--- config.mk ---
export PLATFORM = sky130hd
export DESIGN_NAME = quad_decoder_counter
export DESIGN_NICKNAME = d
export VERILOG_FILES = /design/src/rtl/quad_decoder_counter.sv
export SDC_FILE = /design/constraint.sdc
export NUM_CORES = 1
export LEC_CHECK = 0
export ABC_CLOCK_PERIOD_IN_PS = 4500
export CELL_PAD_IN_SITES_DETAIL_PLACEMENT = 1
export CELL_PAD_IN_SITES_GLOBAL_PLACEMENT = 2
export CORE_UTILIZATION = 34
export DETAILED_ROUTE_END_ITERATION = 6
export PLACE_DENSITY = 0.78
export SLEW_MARGIN = 20
export SYNTH_ARGS = -nofsm -noshare
export SYNTH_HDL_FRONTEND = slang
export SYNTH_SLANG_ARGS = --single-unit
--- constraint.sdc ---
create_clock -name clk -period 4.5 [get_ports clk]
set_clock_uncertainty 0.2 [all_clocks]
set_input_delay 0.675 -clock clk [delete_from_list [all_inputs] [get_ports clk]]
set_output_delay 0.675 -clock clk [all_outputs]
set_load 0.005 [all_outputs]
--- src/rtl/quad_decoder_counter.sv ---
// quad_decoder_counter
//   Quadrature decoder for a two-phase Gray-coded encoder pair (a, b).
//   Each pin is synchronised, then every clk cycle the synchronised pair is
//   compared with the previous pair. A single-bit change along the up or
//   down sequence becomes a step of a modulo 2^WIDTH position counter. A
//   double-bit change is illegal and sets a sticky error flag.
//
//   state | meaning
//   ------+-----------------------------------------------------------------
//   INIT  | synchronisers filling after reset; prev captured on the last cycle
//   RUN   | decode s against prev every cycle
//
// Ports
//   clk    rising-edge clock
//   rst    synchronous active-high reset, highest priority
//   a, b   encoder phases, asynchronous to clk
//   clr    synchronous clear of count and err
//   count  current position (WIDTH bits)
//   dir    direction of the last legal step (1 = up, 0 = down)
//   step   one-cycle pulse per legal step
//   wrap   one-cycle pulse when count wraps in either direction
//   err    sticky illegal-transition flag
module quad_decoder_counter #(
    parameter int WIDTH       = 8,
    parameter int SYNC_STAGES = 2
) (
    input  logic             clk,
    input  logic             rst,
    input  logic             a,
    input  logic             b,
    input  logic             clr,
    output logic [WIDTH-1:0] count,
    output logic             dir,
    output logic             step,
    output logic             wrap,
    output logic             err
);

    localparam int               CNT_W     = 3;
    // The chain is cleared by reset, so s only carries the real pin level
    // after SYNC_STAGES edges; prev is captured on the edge after that.
    localparam logic [CNT_W-1:0] INIT_LAST = CNT_W'(SYNC_STAGES);

    typedef enum logic {
        ST_INIT = 1'b0,
        ST_RUN  = 1'b1
    } state_t;

    state_t                 state_q, state_d;
    logic [CNT_W-1:0]       init_cnt_q, init_cnt_d;
    logic [SYNC_STAGES-1:0] sync_a_q, sync_a_d;
    logic [SYNC_STAGES-1:0] sync_b_q, sync_b_d;
    logic [1:0]             prev_q, prev_d;
    logic [WIDTH-1:0]       count_q, count_d;
    logic                   dir_q, dir_d;
    logic                   step_q, step_d;
    logic                   wrap_q, wrap_d;
    logic                   err_q, err_d;

    logic                   init_done;
    logic [1:0]             s;
    logic [1:0]             pos_s, pos_prev, delta;
    logic                   is_up, is_down, is_illegal;

    assign s = {sync_a_q[SYNC_STAGES-1], sync_b_q[SYNC_STAGES-1]};

    // Map the Gray pair onto its position in the up sequence 00,10,11,01 so
    // the 2-bit difference gives direction: 1 = up, 3 = down, 2 = illegal.
    assign pos_s      = {s[0], s[1] ^ s[0]};
    assign pos_prev   = {prev_q[0], prev_q[1] ^ prev_q[0]};
    assign delta      = pos_s - pos_prev;
    assign is_up      = (delta == 2'd1);
    assign is_down    = (delta == 2'd3);
    assign is_illegal = (delta == 2'd2);

    // State register
    always_ff @(posedge clk) begin
        if (rst) begin
            state_q <= ST_INIT;
        end else begin
            state_q <= state_d;
        end
    end

    // Next-state logic
    always_comb begin
        state_d    = state_q;
        init_cnt_d = init_cnt_q;
        init_done  = 1'b0;
        case (state_q)
            ST_INIT: begin
                if (init_cnt_q == INIT_LAST) begin
                    init_done = 1'b1;
                    state_d   = ST_RUN;
                end else begin
                    init_cnt_d = init_cnt_q + 1'b1;
                end
            end
            default: begin
                state_d = ST_RUN;
            end
        endcase
    end

    // Output / datapath logic
    always_comb begin
        sync_a_d = {sync_a_q[SYNC_STAGES-2:0], a};
        sync_b_d = {sync_b_q[SYNC_STAGES-2:0], b};
        prev_d   = prev_q;
        count_d  = count_q;
        dir_d    = dir_q;
        step_d   = 1'b0;
        wrap_d   = 1'b0;
        err_d    = err_q;

        case (state_q)
            ST_INIT: begin
                if (init_done) begin
                    prev_d = s;
                end
            end
            default: begin
                prev_d = s;
                if (is_up) begin
                    count_d = count_q + WIDTH'(1);
                    dir_d   = 1'b1;
                    step_d  = 1'b1;
                    wrap_d  = &count_q;
                end else if (is_down) begin
                    count_d = count_q - WIDTH'(1);
                    dir_d   = 1'b0;
                    step_d  = 1'b1;
                    wrap_d  = ~|count_q;
                end else if (is_illegal) begin
                    err_d = 1'b1;
                end
            end
        endcase

        // clr overrides count/err/wrap but leaves step, dir and prev alone so
        // the decoded step is neither lost nor repeated next cycle.
        if (clr) begin
            count_d = '0;
            err_d   = 1'b0;
            wrap_d  = 1'b0;
        end
    end

    always_ff @(posedge clk) begin
        if (rst) begin
            init_cnt_q <= '0;
            sync_a_q   <= '0;
            sync_b_q   <= '0;
            prev_q     <= 2'b00;
            count_q    <= '0;
            dir_q      <= 1'b0;
            step_q     <= 1'b0;
            wrap_q     <= 1'b0;
            err_q      <= 1'b0;
        end else begin
            init_cnt_q <= init_cnt_d;
            sync_a_q   <= sync_a_d;
            sync_b_q   <= sync_b_d;
            prev_q     <= prev_d;
            count_q    <= count_d;
            dir_q      <= dir_d;
            step_q     <= step_d;
            wrap_q     <= wrap_d;
            err_q      <= err_d;
        end
    end

    assign count = count_q;
    assign dir   = dir_q;
    assign step  = step_q;
    assign wrap  = wrap_q;
    assign err   = err_q;

endmodule

run_1/congestion.png
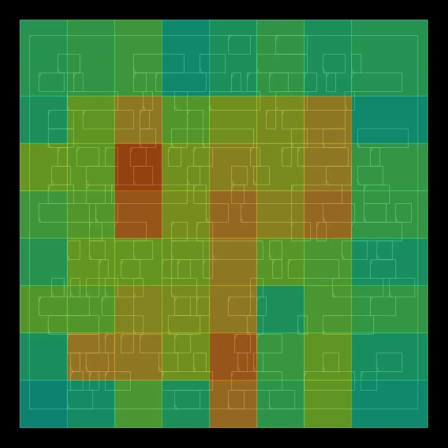
met1 global-route usage: 20.7%
M2 GR Usage: 31.5%
gr busiest metal: met2
GR met3 Demand/Resource: 3.93%

run_1/logic_types.png
Drawn at 6 px/µm.
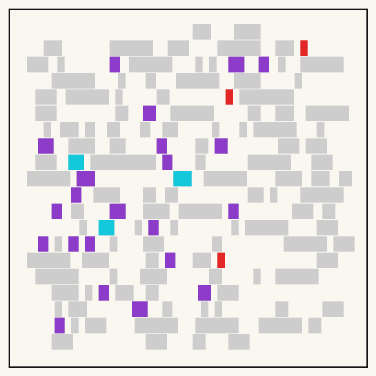
Key: red = inverters [cells 3]; cyan = AND-OR and OR-AND gates [cells 3]; purple = inverting AOI/OAI gates [cells 22]
most instantiated logic cell after routing: dfxtp_1
Comb/total area: 47.2%

==> out/qor.yml, run 1 <==
logic_synthesis:
  mux_area_share_pct: 2.68
  synth-edff-count: 0
  synth-main-ff-cell: "dfxtp_1"
  synth_flops: 22
  synth-async-reset-ratio_pct: 0
  ys_cells: 124
  ys_sh_simple_pct: 20.8
  aoi_share_pct: 13.5
  adder_share_pct: 11.8
  avgSynthCellArea_um2: 9.03
pwr:
  power_leader: "sequential cells"
  p_int_uw: 374
  powerSeq_uw: 230
  p_comb_share_pct: 29.0
  p_per_area_nw_per_um2: 400
  power.clock.total_uw: 157
  power_uw: 545
  p_leak_nw: 0.533
  comb_power_uw: 158
  clkPwrFrac_pct: 28.9
  switching_share_pct: 31.4
route:
  wl_per_cell_um: 14.1
  dr_wl_met3_um: 92
  wl_um: 2600
  via_per_inst: 5.11
  drtAntennaViolNets: 0
place:
  place_area_um2: 1310
  dp_slack_ps: 1360
clock_network:
  postCtsHoldBufs: 0
  clock_latency_ps: 320
  cts_inserted_buffers: 3
  cts_tree: "yes"
  cts_resized: 0
  clockBufferDepth: 2
timing:
  hold_viol: 0
  holdWs_ps: 269
  layout_min_cycle_time_ps: 3160
  tightest_slew_ps: 732
floorplan:
  dieArea_um2: 3530
  rows: 20
  coreArea_um2: 3080
  fp_util_pct: 36.4
  die_w_um: 59.4
  well_tap_count: 44
layout:
  fillCellCount: 369
  seq_share_pct: 32.4
  fin_area_um2: 1360
  inverters: 3
  largest_class: "combinational gates"
  most-common-layout-cells: "dfxtp_1 (22), clkdlybuf4s50_1 (16), nand2_1 (13)"
  comb_area_um2: 642
  stdcell_count: 184
  design.seq.count: 22
  nets: 156
  clk_share_pct: 3.86
  bufAreaShareNonClock_pct: 11.8
min_path:
  hold_class: "flop to flop"
critical_path:
  crit_fanout: 7
  worst_path_largest_cell_delay_ps: 410
  criticalPathCategory: "flop to flop"
  cpMostUsedCell: "ha_1"
  critPathLaunchType: "flop"
  crit_path_end_kind: "flop"
  cpMaxStageDelayCell: "dfxtp_1"
  cp.buffers_inverters: 0
global_route:
  track_usage_pct: 17.2
  grt_max_degree: 15
  grt_pass1_vias: 986
  grt.overflow.total: 0
outcome:
  status: "finished clean"
run_1/io_fan.png
Drawn at 8 px/µm.
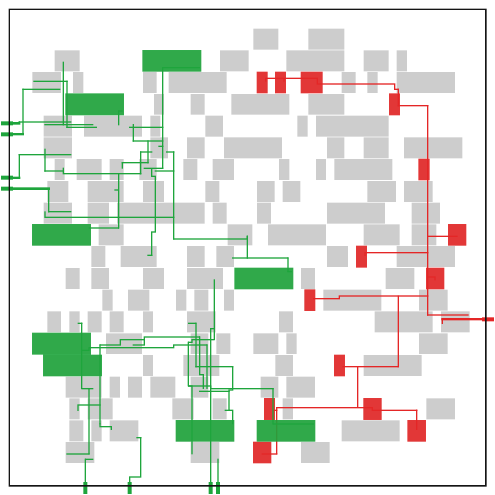
Key: green = `count` [bits 8, direction output, edge 4 west, 4 south, end cells 8, buffers 8, wire 383 µm]; red = `rst` [bits 1, direction input, edge east, end cells 14, buffers 1, wire 138 µm]
I/O pin total: 17
I/O Buffers: 16

[run 1: registers in the layout, summed over array words and instances, names as in the netlist]
name,count
prev_q,2
init_cnt_q,3
state_q,1
sync_a_q,2
step,1
count,8
wrap,1
err,1
sync_b_q,2
dir,1
[run 1: worst paths after layout]
path | start | slack (ps) | depth (start not counted) | end
max reg2reg | sync_b_q[1]$_SDFF_PP0_ | 1340 | 10 | count[7]$_SDFFE_PP0P_
max | sync_b_q[1]$_SDFF_PP0_ | 1340 | 10 | count[7]$_SDFFE_PP0P_
min reg2reg | sync_a_q[0]$_SDFF_PP0_ | 270 | 1 | sync_a_q[1]$_SDFF_PP0_
min | sync_a_q[0]$_SDFF_PP0_ | 270 | 1 | sync_a_q[1]$_SDFF_PP0_
[run 1: layer usage]
metal | GRT usage (%) | vias to the layer above
li1 | - | 471
met1 | 20.7 | 454
met2 | 31.5 | 14
met3 | 3.93 | 2
met4 | 3.06 | 0
met5 | 0 | -
[run 1: synth_stat cells (2+ instances only)]
library cell | n | area [µm²]
a211oi_1 | 3 | 22.5
a31oi_1 | 3 | 18.8
nor2_1 | 12 | 45.0
dfxtp_1 | 22 | 440
xnor2_1 | 7 | 61.3
a21oi_1 | 9 | 45.0
nand3_1 | 2 | 10.0
ha_1 | 9 | 113
nor4_1 | 3 | 18.8
nand4_1 | 3 | 18.8
mux2i_1 | 3 | 30.0
a21o_1 | 2 | 15.0
clkbuf_1 | 2 | 7.51
nand2_1 | 13 | 48.8
inv_1 | 3 | 11.3
o21ai_1 | 2 | 10.0
nor2b_1 | 5 | 31.3
o21ai_0 | 3 | 15.0
nor3_1 | 4 | 20.0
run_1/metal_density.png
Drawn at 6 px/µm. The die is cut into 12 by 12 equal tiles; white is low, dark blue is high, scaled to the fullest tile. Values are wire area over tile area, all layers added.
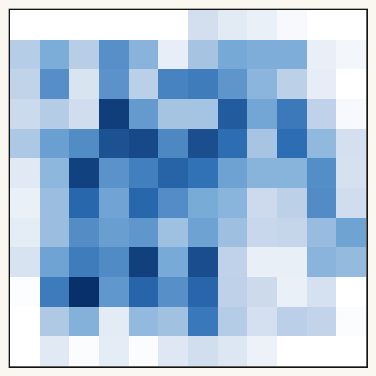

==> inputs of run 2 (changes only) <==
--- a/config.mk
+++ b/config.mk
@@ -5,12 +5,12 @@
 export SDC_FILE = /design/constraint.sdc
 export NUM_CORES = 1
 export LEC_CHECK = 0
-export ABC_CLOCK_PERIOD_IN_PS = 4500
+export ABC_CLOCK_PERIOD_IN_PS = 3030
 export CELL_PAD_IN_SITES_DETAIL_PLACEMENT = 1
 export CELL_PAD_IN_SITES_GLOBAL_PLACEMENT = 2
-export CORE_UTILIZATION = 34
+export CORE_UTILIZATION = 32
 export DETAILED_ROUTE_END_ITERATION = 6
-export PLACE_DENSITY = 0.78
+export PLACE_DENSITY = 0.73
 export SLEW_MARGIN = 20
 export SYNTH_ARGS = -nofsm -noshare
 export SYNTH_HDL_FRONTEND = slang
==> constraint.sdc (replaced) <==
create_clock -name clk -period 3.03 [get_ports clk]
set_clock_uncertainty 0.2 [all_clocks]
set_input_delay 0.4545 -clock clk [delete_from_list [all_inputs] [get_ports clk]]
set_output_delay 0.4545 -clock clk [all_outputs]
set_load 0.005 [all_outputs]
run_2/metal_density.png
Drawn at 6 px/µm. The die is cut into 12 by 12 equal tiles; white is low, dark blue is high, scaled to the fullest tile. Values are wire area over tile area, all layers added.
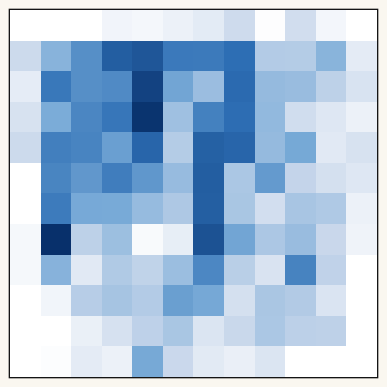
The mean over all tiles is 0.11. 13% of the tiles are nearly empty. The emptiest ninth of the die: south-west. 28% of the tiles are over half the peak. The fullest tile reaches 0.32.
gr usage total: 16.2%
wire per inst: 14.2 µm
DR vias: 923

==> run 2 against run 1 <==
Against the previous run:
- non-clock buffer count rose by 5
- synthesized area is the same
- sequential share of layout area fell by 1.9 points
- global-route usage is 1.1 points lower
- worst hold slack lost 22 ps
- utilization shrank 0.66 points
- largest cell class unchanged
==> out/qor.yml, run 2 <==
pwr:
  p_per_area_nw_per_um2: 540  # +35%
  p_int_uw: 527  # +41%
  power_uw: 786  # +44%
  p_comb_share_pct: 35.8  # +6.8 points
  clkPwrFrac_pct: 20.7  # -8.2 points
  switching_share_pct: 32.9  # +1.5 points
route:
  wl_um: 2710  # +4.2%
  wl_met2_um: 1290
  dr_wl_met3_um: 26  # -72%
  drtAntennaViolNets: 0  # unchanged
  via_per_inst: 4.83  # -5.5%
global_route:
  top_usage_layer: "met2"
  grt.overflow.total: 0  # unchanged
  grt_use_met2_pct: 27.3  # -4.1 points
  grt_pass1_vias: 955  # -3.1%
  use_met1_pct: 21.6  # +1.0 points
logic_synthesis:
  ys_cells: 124  # unchanged
  top_area_share_pct: 39.3  # unchanged
  synth-main-ff-cell: "dfxtp_1"
  mux_area_share_pct: 2.68  # unchanged
  yosys.cell_count.top_type: "dfxtp_1"
  synth-edff-count: 0  # unchanged
  synth_flops: 22  # unchanged
  synth_area_leader_cell: "dfxtp_1"
  adder_share_pct: 11.8  # unchanged
  ys_sh_simple_pct: 20.8  # unchanged
  aoi_share_pct: 13.5  # unchanged
  avgSynthCellArea_um2: 9.03  # unchanged
  synthTopCellsByCount: "dfxtp_1 (22), nand2_1 (13), nor2_1 (12)"
  area_leaders: "dfxtp_1 (39%), ha_1 (10%), xnor2_1 (5.5%)"
layout:
  largest_reg_flops: 8  # unchanged
  nets: 161  # +3.2%
  fin_area_um2: 1450  # +6.8%
  most-common-layout-cells: "dfxtp_1 (20), clkdlybuf4s50_1 (16), nand2_1 (13)"
  layout.cells.most_common: "dfxtp_1"
clock_network:
  clock_latency_ps: 300  # -20 ps
  cts_tree: "yes"
  cts_inserted_buffers: 3  # unchanged
  clockBufferDepth: 2  # unchanged
  postCtsHoldBufs: 0  # unchanged
floorplan:
  die_w_um: 61.2  # +3.0%
  rows: 21  # +5.0%
  dieArea_um2: 3740  # +6.0%
  coreArea_um2: 3340  # +8.4%
  pin_count: 17  # unchanged
  fp_util_pct: 33.6  # -2.8 points
min_path:
  holdPathEnd: "sync_b_q[1]$_SDFF_PP0_"
  hold_class: "flop to flop"
  min_from: "sync_b_q[0]$_SDFF_PP0_"
  hold-path-cell-count: 1  # unchanged
critical_path:
  cp.buffers_inverters: 0  # unchanged
  critPathLaunchType: "flop"
  crit_fanout: 7  # unchanged
  cpMaxStageDelayCell: "or3_1"
  worst_path_largest_cell_delay_ps: 400  # about the same
  reg2reg_slack_ps: 150  # -1190 ps
  criticalPathCategory: "flop to flop"
timing:
  hold_viol: 0  # unchanged
  layout_min_cycle_time_ps: 2880  # -275 ps
  holdWs_ps: 247  # -22.0 ps
outcome:
  status: "finished clean"
run_2/logic_types.png
Drawn at 6 px/µm.
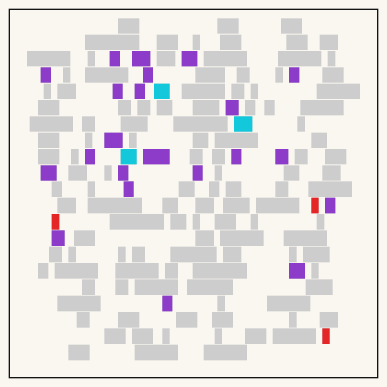
Key: purple = inverting AOI/OAI gates [cells 22]; cyan = AND-OR and OR-AND gates [cells 3]; red = inverters [cells 3]
Final Non-Filler Cells: 191
Comb/total area: 48.7%

## run 2: cell counts after synthesis
Identical to the previous run, type by type.
## run 2: power groups by stage
stage,Sequential [mW],Clock [mW],Combinational [mW]
after CTS,0.341,0.170,0.258
final,0.341,0.163,0.281
after global routing,0.345,0.180,0.321
after detailed placement,0.348,0,0.252
after floorplan,0.342,0,0.183
after global placement,0.346,0,0.243
## run 2: how the worst max path moves through the flow
stage                                 from  depth (start not counted)               endpoint  slack (ps)
finish              sync_a_q[1]$_SDFF_PP0_                         10  count[7]$_SDFFE_PP0P_         150
global route        prev_q[1]$_SDFFE_PP0P_                         10  count[7]$_SDFFE_PP0P_           6
CTS                 prev_q[0]$_SDFFE_PP0P_                         10  count[7]$_SDFFE_PP0P_          30
detailed placement  prev_q[0]$_SDFFE_PP0P_                         10  count[7]$_SDFFE_PP0P_         -20
global placement    prev_q[0]$_SDFFE_PP0P_                         10  count[7]$_SDFFE_PP0P_         100
floorplan           sync_b_q[1]$_SDFF_PP0_                         10  count[7]$_SDFFE_PP0P_         160
## run 2: cell type report
| cell class | count | area [µm²] |
|---|---|---|
| Fill cell | 408 | 1880 |
| Multi-Input combinational cell | 95 | 708 |
| Sequential cell | 22 | 443 |
| Timing Repair Buffer | 21 | 198 |
| Tap cell | 46 | 57.6 |
| Clock buffer | 4 | 36.3 |
| Inverter | 3 | 11.3 |
## run 2: timing repair
item | in CTS | in global routing
setup endpoints to repair | 1 | 1
buffers inserted | 0 | 1
pin swaps | 0 | 1
resized | 1 | 9
## run 2: metrics by stage
step | utilization [%] | setup slack [ps]
floorplan | - | 157
global placement | 40.2 | 98.3
detailed placement | 40.2 | -19.0
CTS | 41.4 | 32.5
global route | 43.6 | 6.49
finish | 43.6 | 147
No activity file was given, so power comes from the tool's default toggle rates.
